$ cat src/rtl/i2s_pkg.sv
// Shared I2S constants and receiver FSM encoding.
// The transmitter uses the same frame geometry.
package i2s_pkg;
  localparam int unsigned I2S_WIDTH         = 16;
  localparam logic        I2S_CH_LEFT       = 1'b0;
  localparam logic        I2S_CH_RIGHT      = 1'b1;
  localparam int unsigned I2S_BITS_PER_HALF = 16;

  typedef enum logic {
    ST_IDLE,
    ST_RUN
  } i2s_state_t;
endpackage

$ cat src/rtl/i2s_receiver_if.sv
// Recovered-sample bus of the I2S receiver.
// The receiver drives the master side and the consumer reads the slave side.
interface i2s_receiver_if
  import i2s_pkg::*;
#(
  parameter int unsigned WIDTH = I2S_WIDTH
) ();
  logic [WIDTH-1:0] sample_data;
  logic             sample_right;
  logic             sample_valid;
  logic [WIDTH-1:0] frame_left;
  logic [WIDTH-1:0] frame_right;
  logic             frame_valid;
  logic             short_word;

  modport master (
    output sample_data, sample_right, sample_valid,
    output frame_left, frame_right, frame_valid, short_word
  );

  modport slave (
    input sample_data, sample_right, sample_valid,
    input frame_left, frame_right, frame_valid, short_word
  );
endinterface

$ cat src/rtl/i2s_sync_edge.sv
// N-stage synchroniser for one asynchronous input, with rising-edge detect
// on the synchronised value.
module i2s_sync_edge #(
  parameter int unsigned STAGES = 2
) (
  input  logic clk48m,
  input  logic rst,
  input  logic async_in,
  output logic sync_out,
  output logic rise
);
  logic [STAGES-1:0] chain;
  logic              prev;

  always_ff @(posedge clk48m) begin
    if (rst) begin
      chain <= '0;
      prev  <= 1'b0;
    end else begin
      chain <= {chain[STAGES-2:0], async_in};
      prev  <= chain[STAGES-1];
    end
  end

  assign sync_out = chain[STAGES-1];
  assign rise     = chain[STAGES-1] & ~prev;
endmodule

$ cat src/rtl/i2s_receiver.sv
// Slave-mode I2S receiver: oversamples sclk/lrclk/din on clk48m and recovers
// left/right words with per-word and per-frame strobes.
module i2s_receiver
  import i2s_pkg::*;
#(
  parameter int unsigned WIDTH       = I2S_WIDTH,
  parameter int unsigned SYNC_STAGES = 2
) (
  input  logic           clk48m,
  input  logic           rst,
  input  logic           sclk_in,
  input  logic           lrclk_in,
  input  logic           din,
  i2s_receiver_if.master rx
);
  localparam int unsigned      CW       = $clog2(WIDTH + 2);
  localparam logic [CW-1:0]    CNT_MAX  = CW'(WIDTH + 1);
  localparam logic [CW-1:0]    CNT_LAST = CW'(WIDTH - 1);
  localparam logic [WIDTH-1:0] MSB_ONE  = {1'b1, {(WIDTH-1){1'b0}}};

  logic sclk_s, sclk_rise, lr_s, din_s;
  logic lr_rise_unused, din_rise_unused;

  i2s_sync_edge #(.STAGES(SYNC_STAGES)) u_sync_sclk (
    .clk48m(clk48m), .rst(rst), .async_in(sclk_in), .sync_out(sclk_s), .rise(sclk_rise)
  );
  i2s_sync_edge #(.STAGES(SYNC_STAGES)) u_sync_lrclk (
    .clk48m(clk48m), .rst(rst), .async_in(lrclk_in), .sync_out(lr_s), .rise(lr_rise_unused)
  );
  i2s_sync_edge #(.STAGES(SYNC_STAGES)) u_sync_din (
    .clk48m(clk48m), .rst(rst), .async_in(din), .sync_out(din_s), .rise(din_rise_unused)
  );

  i2s_state_t       state_q, state_d;
  logic             ws_prev_q, ws_prev_d, ws_seen_q, ws_seen_d;
  logic [WIDTH-1:0] shreg_q, shreg_d, hold_q, hold_d;
  logic [CW-1:0]    count_q, count_d;
  logic             left_ok_q, left_ok_d;
  logic [WIDTH-1:0] sdata_q, sdata_d, fleft_q, fleft_d, fright_q, fright_d;
  logic             sright_q, sright_d, svalid_q, svalid_d;
  logic             fvalid_q, fvalid_d, short_q, short_d;
  logic [WIDTH-1:0] word;

  // Shifting past WIDTH yields an empty mask, which gives truncation for free.
  assign word = shreg_q | ({WIDTH{din_s}} & (MSB_ONE >> count_q));

  always_ff @(posedge clk48m) begin
    if (rst) begin
      state_q   <= ST_IDLE;
      ws_prev_q <= 1'b0;
      ws_seen_q <= 1'b0;
      shreg_q   <= '0;
      hold_q    <= '0;
      count_q   <= '0;
      left_ok_q <= 1'b0;
      sdata_q   <= '0;
      sright_q  <= 1'b0;
      svalid_q  <= 1'b0;
      fleft_q   <= '0;
      fright_q  <= '0;
      fvalid_q  <= 1'b0;
      short_q   <= 1'b0;
    end else begin
      state_q   <= state_d;
      ws_prev_q <= ws_prev_d;
      ws_seen_q <= ws_seen_d;
      shreg_q   <= shreg_d;
      hold_q    <= hold_d;
      count_q   <= count_d;
      left_ok_q <= left_ok_d;
      sdata_q   <= sdata_d;
      sright_q  <= sright_d;
      svalid_q  <= svalid_d;
      fleft_q   <= fleft_d;
      fright_q  <= fright_d;
      fvalid_q  <= fvalid_d;
      short_q   <= short_d;
    end
  end

  always_comb begin
    state_d   = state_q;
    ws_prev_d = ws_prev_q;
    ws_seen_d = ws_seen_q;
    shreg_d   = shreg_q;
    hold_d    = hold_q;
    count_d   = count_q;
    left_ok_d = left_ok_q;
    sdata_d   = sdata_q;
    sright_d  = sright_q;
    fleft_d   = fleft_q;
    fright_d  = fright_q;
    svalid_d  = 1'b0;
    fvalid_d  = 1'b0;
    short_d   = 1'b0;
    if (sclk_rise) begin
      ws_prev_d = lr_s;
      ws_seen_d = 1'b1;
      case (state_q)
        // The first rise after reset only primes ws_prev, so a channel that is
        // already in progress at reset release is never mistaken for a new word.
        ST_IDLE: begin
          if (ws_seen_q && (lr_s != ws_prev_q)) begin
            state_d = ST_RUN;
            shreg_d = '0;
            count_d = '0;
          end
        end
        ST_RUN: begin
          if (lr_s == ws_prev_q) begin
            shreg_d = word;
            if (count_q != CNT_MAX) count_d = count_q + CW'(1);
          end else begin
            sdata_d  = word;
            sright_d = ws_prev_q;
            svalid_d = 1'b1;
            short_d  = (count_q < CNT_LAST);
            if (ws_prev_q == I2S_CH_LEFT) begin
              hold_d    = word;
              left_ok_d = 1'b1;
            end else if (left_ok_q) begin
              fleft_d   = hold_q;
              fright_d  = word;
              fvalid_d  = 1'b1;
              left_ok_d = 1'b0;
            end
            shreg_d = '0;
            count_d = '0;
          end
        end
        default: state_d = ST_IDLE;
      endcase
    end
  end

  assign rx.sample_data  = sdata_q;
  assign rx.sample_right = sright_q;
  assign rx.sample_valid = svalid_q;
  assign rx.frame_left   = fleft_q;
  assign rx.frame_right  = fright_q;
  assign rx.frame_valid  = fvalid_q;
  assign rx.short_word   = short_q;
endmodule

$ cat src/flat_wrapper.sv
// flat-port wrapper written by rule: the top's interface ports become plain ports
module i2s_receiver_flat import i2s_pkg::*;
#(
  parameter int unsigned WIDTH       = I2S_WIDTH,
  parameter int unsigned SYNC_STAGES = 2
)
  (clk48m, rst, sclk_in, lrclk_in, din, rx_sample_data, rx_sample_right, rx_sample_valid, rx_frame_left, rx_frame_right, rx_frame_valid, rx_short_word);
  i2s_receiver_if #(.WIDTH(WIDTH)) rx_i ();
  input  logic clk48m;
  input  logic rst;
  input  logic sclk_in;
  input  logic lrclk_in;
  input  logic din;
  output wire logic [$bits(rx_i.sample_data)-1:0] rx_sample_data;
  output wire logic [$bits(rx_i.sample_right)-1:0] rx_sample_right;
  output wire logic [$bits(rx_i.sample_valid)-1:0] rx_sample_valid;
  output wire logic [$bits(rx_i.frame_left)-1:0] rx_frame_left;
  output wire logic [$bits(rx_i.frame_right)-1:0] rx_frame_right;
  output wire logic [$bits(rx_i.frame_valid)-1:0] rx_frame_valid;
  output wire logic [$bits(rx_i.short_word)-1:0] rx_short_word;
  assign rx_sample_data = rx_i.sample_data;
  assign rx_sample_right = rx_i.sample_right;
  assign rx_sample_valid = rx_i.sample_valid;
  assign rx_frame_left = rx_i.frame_left;
  assign rx_frame_right = rx_i.frame_right;
  assign rx_frame_valid = rx_i.frame_valid;
  assign rx_short_word = rx_i.short_word;
  i2s_receiver #(.WIDTH(WIDTH), .SYNC_STAGES(SYNC_STAGES)) u_core (.clk48m(clk48m), .rst(rst), .sclk_in(sclk_in), .lrclk_in(lrclk_in), .din(din), .rx(rx_i));
endmodule
$ cat config.mk
export PLATFORM = sky130hd
export DESIGN_NAME = i2s_receiver_flat
export DESIGN_NICKNAME = d
export VERILOG_FILES = /design/src/rtl/i2s_pkg.sv /design/src/rtl/i2s_receiver_if.sv /design/src/rtl/i2s_sync_edge.sv /design/src/rtl/i2s_receiver.sv /design/src/flat_wrapper.sv
export SDC_FILE = /design/constraint.sdc
export NUM_CORES = 1
export LEC_CHECK = 0
export CAP_MARGIN = 20
export CORE_MARGIN = 2
export CORE_UTILIZATION = 53
export CTS_BUF_LIST = sky130_fd_sc_hd__clkbuf_16
export CTS_CLUSTER_SIZE = 14
export DETAILED_ROUTE_END_ITERATION = 12
export PLACE_DENSITY_LB_ADDON = 0.08
export SKIP_LAST_GASP = 1
export SLEW_MARGIN = 25
export SYNTH_ARGS = -nofsm -noshare
export SYNTH_HDL_FRONTEND = slang
export SYNTH_HIERARCHICAL = 1
export SYNTH_SLANG_ARGS = --single-unit
export TNS_END_PERCENT = 20
$ cat constraint.sdc
create_clock -name clk48m -period 2.7 [get_ports clk48m]
set_clock_uncertainty 0.05 [all_clocks]
set_input_delay 0.54 -clock clk48m [delete_from_list [all_inputs] [get_ports clk48m]]
set_output_delay 0.54 -clock clk48m [all_outputs]
set_load 0.02 [all_outputs]
Figure 1. Met1 routing (run 1).
Scale bar: 20 um. Supply wires on this layer in grey.
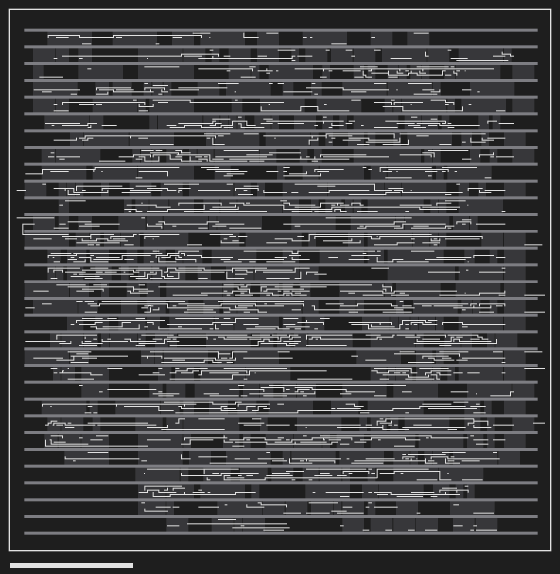
wire length on this layer: 3,710 um
main direction: horizontal
DR vias: 2,898
met1 Usage GRT: 29.8%
final WL: 7950 um

Figure 2. Metal 2 (run 1).
Scale bar: 20 um.
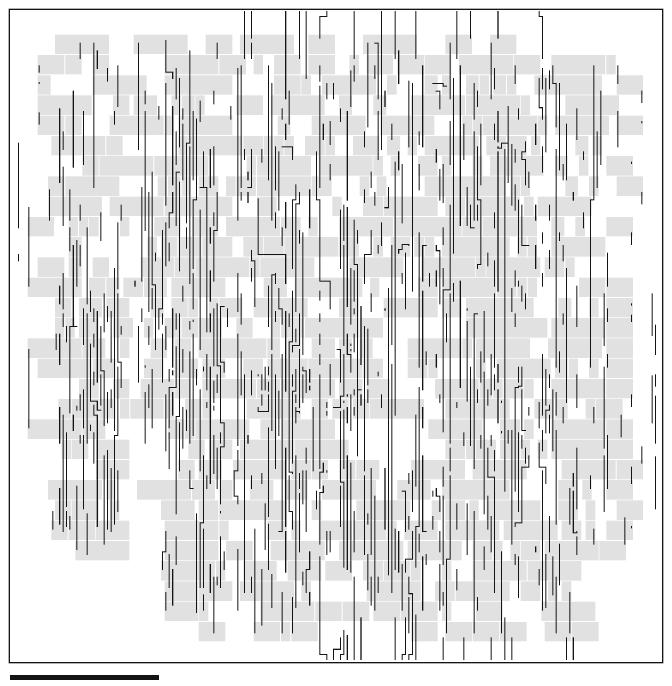
nets with wire on the layer: 378
longest straight run: 45.9 um
wire length on this layer: 3,880 um
met2 Usage GRT: 34.3%

Figure 3. Routing congestion map (run 1).
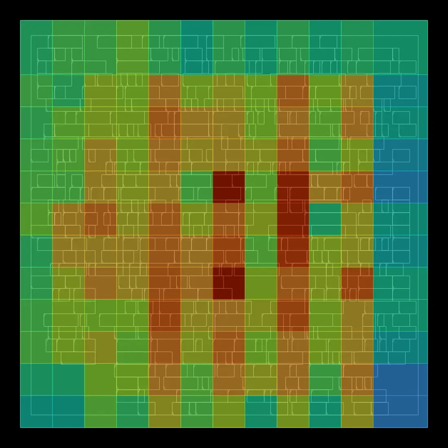
met3 GRT Util: 4.15%
Post-Route Utilization: 67.6%
Most Crowded Layer GR: met2
routed length per instance: 15.0 um
GRT Overall Usage: 21.8%

Figure 4. Layout detail (run 1).
Scale bar: 10 um. Region (24, 6) to (64, 46) um. Cells in grey, sequential cells in the stronger grey; small squares are vias.
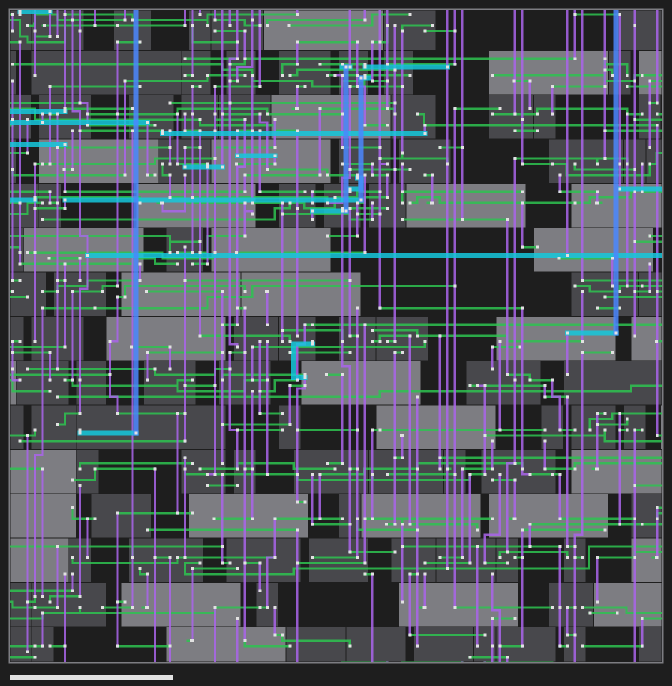
legend:
  met3:
    colour: cyan
  met4:
    colour: blue
  met1:
    colour: green
  met2:
    colour: purple
sequential cells in the window: 27
netlist names of flops here include: `u_core/rx.frame_right` (11), `u_core/shreg_q` (11), `u_core/rx.sample_data` (3)
cells with their middle in the window: 111
most frequent: dfxtp_1 (27), nor2_1 (20), o2bb2ai_1 (12)

==> flow_summary.toml, run 1 <==
# physical design summary
[critical_path]
cp_num_buf_inv = 1
crit_family = "simple AND/OR/NAND/NOR gates"
start_kind = "register"
cp-end-kind = "register"
cp.required_ns = 2.89
worstPathArrival_ns = 2.63
path_cells = "inv_1, ha_1, and3b_1, and3_4, nor2_1, a211oi_1"
slowest_delay_ns = 0.61
crit_type = "reg2reg"
crit_path_top_delay_cell = "and3_4"
cp_max_fo = 48

[power_and_ir_drop]
peakVddDrop_v = 0.000346
power_density_nw_per_um2 = 626
p_sw_uw = 569
p_seq_share_pct = 51.6
power_frac_clock_pct = 46.7
p_comb_share_pct = 1.7
leakage_nw = 1.50
power_mw = 2.87
p_sw_share_pct = 19.8
p_int_mw = 2.30

[run]
max_cap_violations = 0
warnings = 30

[routing]
drtIter0Drc = 114
drt_pre_antenna_iters = 4
route.detailed.drc = 0
via_per_inst = 5.46
drtAntennaViolNets = 0

[final_layout]
finalInstanceArea_sq_um = 4590
stdcell_count = 531
layout-drive-gt1-share_pct = 8.05
num_antenna_cells = 0
area.growth.synth_to_final_pct = 24.0
nets = 442
fill_cells = 585

[clock_network]
cts-root-buf = "clkbuf_16"
worstSkewPairLatency_ns = 0.33
clk_pin_slew_ns = 0.06
cts_tree = "done"
h-tree-depth = 3
cts_setup_buffers = 0
clock_path_buffers = 2
cts_resized = 0
cts-buffers-inserted = 9
hold_buffers = 0
clock_sinks = 100

[min_path]
hold_class = "reg2reg"

[floorplan]
core_sq_um = 6790
dieArea_sq_um = 7670
initCoreUtil_pct = 54.5
ios = 57
row_count = 30
fp.dieW_um = 87.6
die_y_um = 87.6

[synth]
yosysWarnings = 6
netlist_area_sq_um = 3700
fp_nets = 398
avgSynthCellArea_sq_um = 9.59
synth_cells = 386

[grt]
first_global_vias = 2596
antenna_found_initial = 0
grt_overflow = 0
grt_max_degree = 49
grt_pass1_wl_um = 12800

[final_timing]
relSlewSlack_pct = 59.6
fin_setup_tns_ns = 0
fmax_mhz = 409
worst_slew_pin_slew_ns = 0.603
maxSlewViolCount = 0
setup_viol = 0
fin_ws_ns = 0.258
hold_viol = 0
rsz0062_at_grt = "false"
min_period_over_period_pct = 90.5
fin_crit_ns = 2.44

[placement]
placedCellCount = 515
gp_congestion = 0.800
port-buffer-count = 56
post-place-ws_ns = 0.308
post_dp_cell_area_sq_um = 4280
dpl.hpwl_um = 5320

[outcome]
status = "completed"
-- run 1: per-layer routing --
| metal | track usage (%) | wire length [um] | part of all wire (%) | vias up |
|---|---|---|---|---|
| met5 | 0 | 0 | 0 | - |
| met4 | 8.39 | 91 | 1.1 | 0 |
| met3 | 4.15 | 268 | 3.4 | 11 |
| met2 | 34.3 | 3880 | 49 | 68 |
| met1 | 29.8 | 3710 | 47 | 1365 |
| li1 | - | - | - | 1454 |
-- run 1: worst paths after layout --
kind                            slack, ns  cells past startpoint                          end                         from
worst max-delay path                 0.26                      6     u_core/rx.frame_right[2]             u_core/ws_prev_q
worst min-delay path                 0.39                      1  u_core/u_sync_sclk/chain[1]  u_core/u_sync_sclk/chain[0]
worst max register to register       0.26                      6     u_core/rx.frame_right[2]             u_core/ws_prev_q
worst min register to register       0.39                      1  u_core/u_sync_sclk/chain[1]  u_core/u_sync_sclk/chain[0]
-- run 1: registers in the layout, indices dropped and copies added (netlist names) --
name / cells
u_core/count_q: 5
u_core/rx.frame_valid: 1
u_core/u_sync_sclk/prev: 1
u_core/u_sync_lrclk/chain: 2
u_core/shreg_q: 16
u_core/left_ok_q: 1
u_core/rx.sample_right: 1
u_core/hold_q: 16
u_core/state_q: 1
u_core/rx.frame_left: 16
u_core/rx.short_word: 1
u_core/ws_prev_q: 1
u_core/u_sync_din/chain: 2
u_core/rx.frame_right: 16
u_core/u_sync_sclk/chain: 2
u_core/rx.sample_valid: 1
u_core/rx.sample_data: 16
u_core/ws_seen_q: 1
-- run 1: cells in the final DEF, fill, tap and decap left out, types with 2 or more instances in the layout --
cell type and n:
a21oi_1 23, nand3_1 2, nand2_1 34, a211oi_2 10
nor2_1 66, o211ai_1 2, nor2b_1 13, clkdlybuf4s50_1 55
buf_4 6, mux2i_1 3, a211oi_1 38, inv_1 6
clkinv_1 2, ha_1 7, and3_1 3, xnor2_1 2
clkbuf_16 9, dfxtp_1 100, o2bb2ai_1 12, a2bb2oi_1 4
and2_1 2, bufinv_16 2, nand2b_1 3, a31oi_1 12
-- run 1: metrics by stage --
stage,hold slack [ns],util [%]
finish,0.391,67.6
global route,0.410,67.6
CTS,0.396,67.6
detailed placement,0.374,62.9
global placement,0.371,62.9
floorplan,0.364,-
-- run 1: area by class of cell --
class                      count  area (sq um)  share of cell area (%)
tap                           96           120                    2.62
clock inverter                 7          90.1                    1.96
timing repair buffer          62           601                    13.1
inverter                       6          22.5                   0.491
multi-input combinational    251          1530                    33.3
clock buffer                   9           225                    4.91
sequential                   100          2000                    43.6
-- run 1: power by group through the flow --
stage / logic [mW] / clock network (mW) / registers [mW]
finish: 0.0480 / 1.34 / 1.48
global placement: 0.0476 / 0 / 1.52
CTS: 0.0480 / 1.36 / 1.48
detailed placement: 0.0478 / 0 / 1.52
floorplan: 0.0350 / 0 / 1.52
global route: 0.0530 / 1.43 / 1.48
-- run 1: worst register-to-register path: stages, from the launching register on --
cell and delay (ns):
dfxtp_1 0.42, inv_1 0.07, ha_1 0.38, and3b_1 0.46
and3_4 0.61, nor2_1 0.10, a211oi_1 0.26
Figure 5. Drive-strength map (run 1).
Scale bar: 20 um.
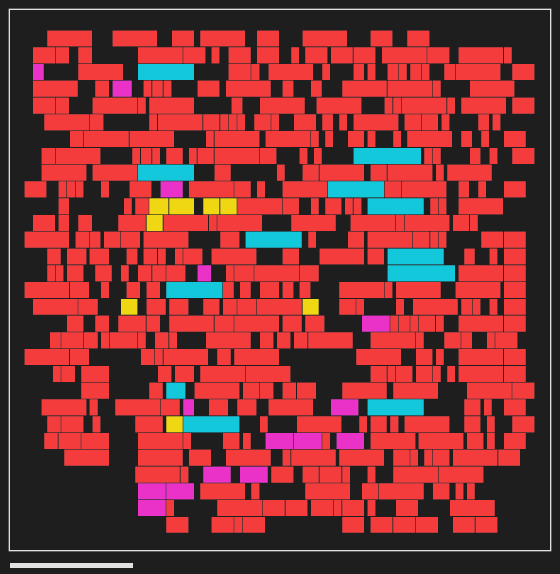

==> run 2, diff against run 1 <==
--- a/config.mk
+++ b/config.mk
@@ -6,16 +6,18 @@
 export NUM_CORES = 1
 export LEC_CHECK = 0
 export CAP_MARGIN = 20
+export CELL_PAD_IN_SITES_DETAIL_PLACEMENT = 1
+export CELL_PAD_IN_SITES_GLOBAL_PLACEMENT = 1
 export CORE_MARGIN = 2
-export CORE_UTILIZATION = 53
+export CORE_UTILIZATION = 40
 export CTS_BUF_LIST = sky130_fd_sc_hd__clkbuf_16
 export CTS_CLUSTER_SIZE = 14
 export DETAILED_ROUTE_END_ITERATION = 12
+export GPL_TIMING_DRIVEN = 1
 export PLACE_DENSITY_LB_ADDON = 0.08
 export SKIP_LAST_GASP = 1
 export SLEW_MARGIN = 25
 export SYNTH_ARGS = -nofsm -noshare
 export SYNTH_HDL_FRONTEND = slang
-export SYNTH_HIERARCHICAL = 1
 export SYNTH_SLANG_ARGS = --single-unit
 export TNS_END_PERCENT = 20
Figure 6. Drive-strength map (run 2).
Scale bar: 20 um.
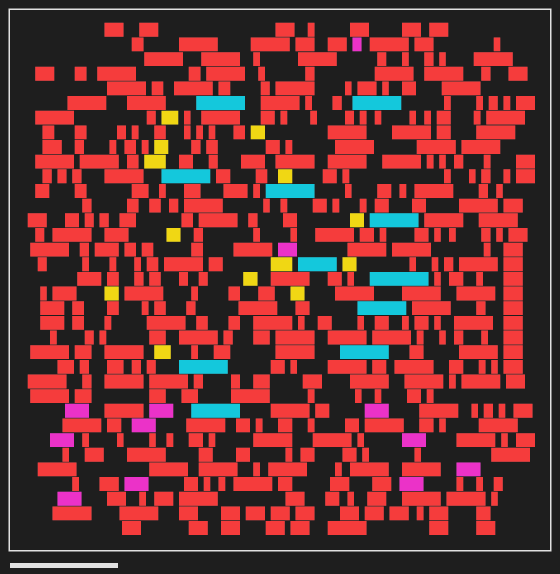
legend:
  drive 3 to 4:
    colour: yellow
    cells: 13
    share: 2.9%
  drive 6 and up:
    colour: cyan
    cells: 11
    share: 2.5%
  drive 1 or less:
    colour: red
    cells: 405
    share: 92%
  drive 2:
    colour: magenta
    cells: 12
    share: 2.7%
nonclk buf count: 66
fin worst setup slack: 0.456 ns
fin area: 4600 sq um
Area Overhead vs Synth: 24.1%

Figure 7. Met1 routing (run 2).
Scale bar: 20 um. Supply wires on this layer in grey.
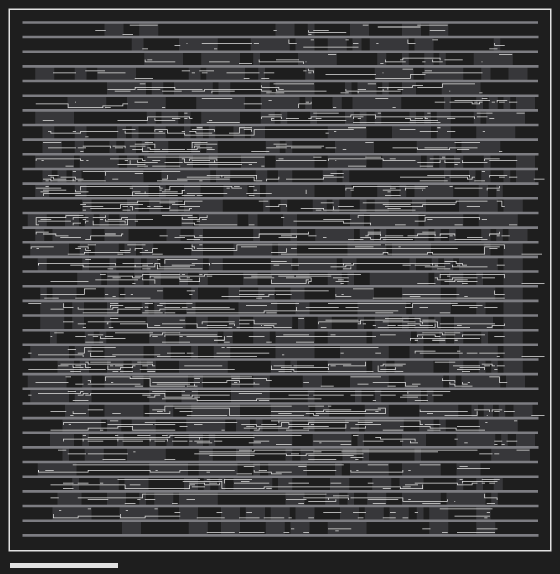
main direction: horizontal
wire length on this layer: 4,370 um
share of all routed wire: 48%
nets with wire on the layer: 414
final WL: 9050 um
met1 Usage GRT: 26.4%

==> run 2 against run 1 <==
Effect of this change: final cell count rose by 4.0%; die area rose by 31%; utilization fell by 17 points; flip-flop count did not move; critical endpoint is now u_core.count_q[2].
==> flow_summary.toml, run 2 <==
# physical design summary
[critical_path]
cp-end-kind = "register"
slowest_delay_ns = 0.57
worstPathArrival_ns = 2.46
cp.required_ns = 2.91
crit_family = "simple AND/OR/NAND/NOR gates"
crit_path_top_delay_cell = "or4_1"
path_cells = "inv_1, ha_1, nor2b_1, o21ai_1, or4_1, a21oi_1"
crit_type = "reg2reg"
cp_max_fo = 13
cp_num_buf_inv = 1
start_kind = "register"

[synth]
yosysTopAreaCell = "dfxtp_1"
synth.most_common_cell = "dfxtp_1"
yosys_cells = 391
dominantRegCellSynth = "dfxtp_1"
yosys_area_sq_um = 3700
fp_nets = 403
avgSynthCellArea_sq_um = 9.47
async_flop_share_pct = 0
synth_flop_count = 100
yosysWarnings = 0
top_cells_by_count = "100 x dfxtp_1, 60 x nor2_1, 40 x nand2_1, 39 x a211oi_1, 37 x a21oi_1"
synth_cells = 391
top_cell_area_share_pct = 54.1
synth.distinct_cells = 35
netlist_area_sq_um = 3700
ys_seq_share_pct = 54.1
area_leaders = "dfxtp_1 54%, a211oi_1 7.9%, nor2_1 6.1%"
edf_count = 0

[power_and_ir_drop]
power_density_nw_per_um2 = 603
power_mw = 2.77
p_int_mw = 2.20
peakVddDrop_v = 0.000250
p_sw_uw = 569
p_sw_share_pct = 20.5
power_frac_clock_pct = 44.7
p_comb_share_pct = 1.7
leakage_nw = 1.48
p_seq_share_pct = 53.5

[final_timing]
min_period_over_period_pct = 83.1
worst_slew_pin_slew_ns = 0.847
rsz0062_at_grt = "false"
fin_setup_tns_ns = 0
setup_viol = 0
fmax_mhz = 446
relSlewSlack_pct = 43.1
maxSlewViolCount = 0
hold_viol = 0
fin_crit_ns = 2.24

[grt]
grt_max_degree = 35
first_global_vias = 2766
grt_pass1_wl_um = 14800
grt_overflow = 0
grtUsageTotal_pct = 19.0
antenna_found_initial = 0

[clock_network]
hold_buffers = 0
h-tree-depth = 3
clock_sinks = 100
cts-root-buf = "clkbuf_16"
clock_path_buffers = 2
clk_pin_slew_ns = 0.06
cts-buffers-inserted = 9
cts_setup_buffers = 0
worstSkewPairLatency_ns = 0.33
cts_tree = "done"
cts_resized = 0

[floorplan]
dieArea_sq_um = 10000
core_sq_um = 9110
row_count = 35
die_y_um = 100
ios = 57
initCoreUtil_pct = 40.7
fp.dieW_um = 100

[placement]
post-place-ws_ns = 0.487
port-buffer-count = 56
dpl.hpwl_um = 6300
gp_congestion = 0.831
post_dp_cell_area_sq_um = 4310

[final_layout]
num_antenna_cells = 0
layout-drive-gt1-share_pct = 8.16
final_common_cell = "dfxtp_1"
nets = 449
final-comb-area_sq_um = 1510
seq_area_sq_um = 2000
fill_cells = 1041
final_cell_mix = "100 x dfxtp_1, 60 x nor2_1, 55 x clkdlybuf4s50_1, 40 x nand2_1, 39 x a211oi_1"

[routing]
drt_pre_antenna_iters = 4
vias = 2913
via_per_inst = 5.28
drtAntennaViolNets = 0
wl_per_cell_um = 16.4
drtIter0Drc = 60
route.detailed.drc = 0

[run]
max_cap_violations = 0
warnings = 30

[min_path]
hold_class = "reg2reg"

[outcome]
status = "completed"
[run 2: cell count changes in the layout (fill, tap and decap cells not counted), sizes merged, moves of 4 or more]
cell     change
nor2         -6
buf          +4
a2bb2oi      -4
a31oi        -5
a21oi       +14
nand2        +6
[run 2: per-stage QoR]
stage / instances / hold slack (ns) / utilization, %
final: 552 / 0.388 / 50.5
after floorplan: 391 / 0.364 / -
after global placement: 537 / 0.367 / 47.3
after detailed placement: 537 / 0.378 / 47.3
after global routing: 552 / 0.407 / 50.5
after CTS: 552 / 0.393 / 50.5
[run 2: layer usage]
layer | up-vias | track usage [%] | routed length [um]
met5 | - | 0 | 0
met4 | 0 | 5.69 | 127
met3 | 11 | 3.41 | 242
met2 | 44 | 30.4 | 4310
met1 | 1399 | 26.4 | 4370
li1 | 1459 | - | -
[run 2: layout make-up]
type / count / share of cell area (%)
repair buffers: 66 / 14.0
clock buffers: 9 / 4.90
clock inverters: 6 / 1.28
flip-flops and latches: 100 / 43.5
inverters: 4 / 0.327
well taps: 111 / 3.02
multi-input cells: 256 / 32.9
[run 2: worst paths after layout]
path                                startpoint                            to  slack [ns]  depth (start not counted)
setup / recovery              u_core.ws_prev_q             u_core.count_q[2]        0.46                          6
hold / removal    u_core.u_sync_lrclk.chain[0]  u_core.u_sync_lrclk.chain[1]        0.39                          1
setup reg to reg              u_core.ws_prev_q             u_core.count_q[2]        0.46                          6
hold reg to reg   u_core.u_sync_lrclk.chain[0]  u_core.u_sync_lrclk.chain[1]        0.39                          1
[run 2: cell families (layout without fill, tap and decap cells)]
kind of cell / count (synthesis) / in the layout / synth area share (%)
buffers and inverters: 35 / 85 / 5.07
AND-OR/OR-AND: 112 / 112 / 21.4
AND/OR/NAND/NOR: 137 / 137 / 17.1
adder cells (fa/ha/maj): 7 / 7 / 2.36
flip-flops: 100 / 100 / 54.1
[run 2: power by group through the flow]
stage               sequential [mW]  clock, mW  combinational, mW
finish                         1.48       1.24             0.0483
global route                   1.48       1.33             0.0531
CTS                            1.48       1.27             0.0485
detailed placement             1.52          0             0.0483
global placement               1.52          0             0.0479
floorplan                      1.52          0             0.0333
[run 2: worst reg2reg max path: cells and delay by family, from the launching register on]
kind / cells / cell delay [ns]
flops: 1 / 0.40
buf+inv: 1 / 0.08
fa+ha+maj: 1 / 0.39
simple gates: 2 / 0.80
compound gates: 2 / 0.45
Power figures rest on the tool's default switching activity, not on a simulated workload.
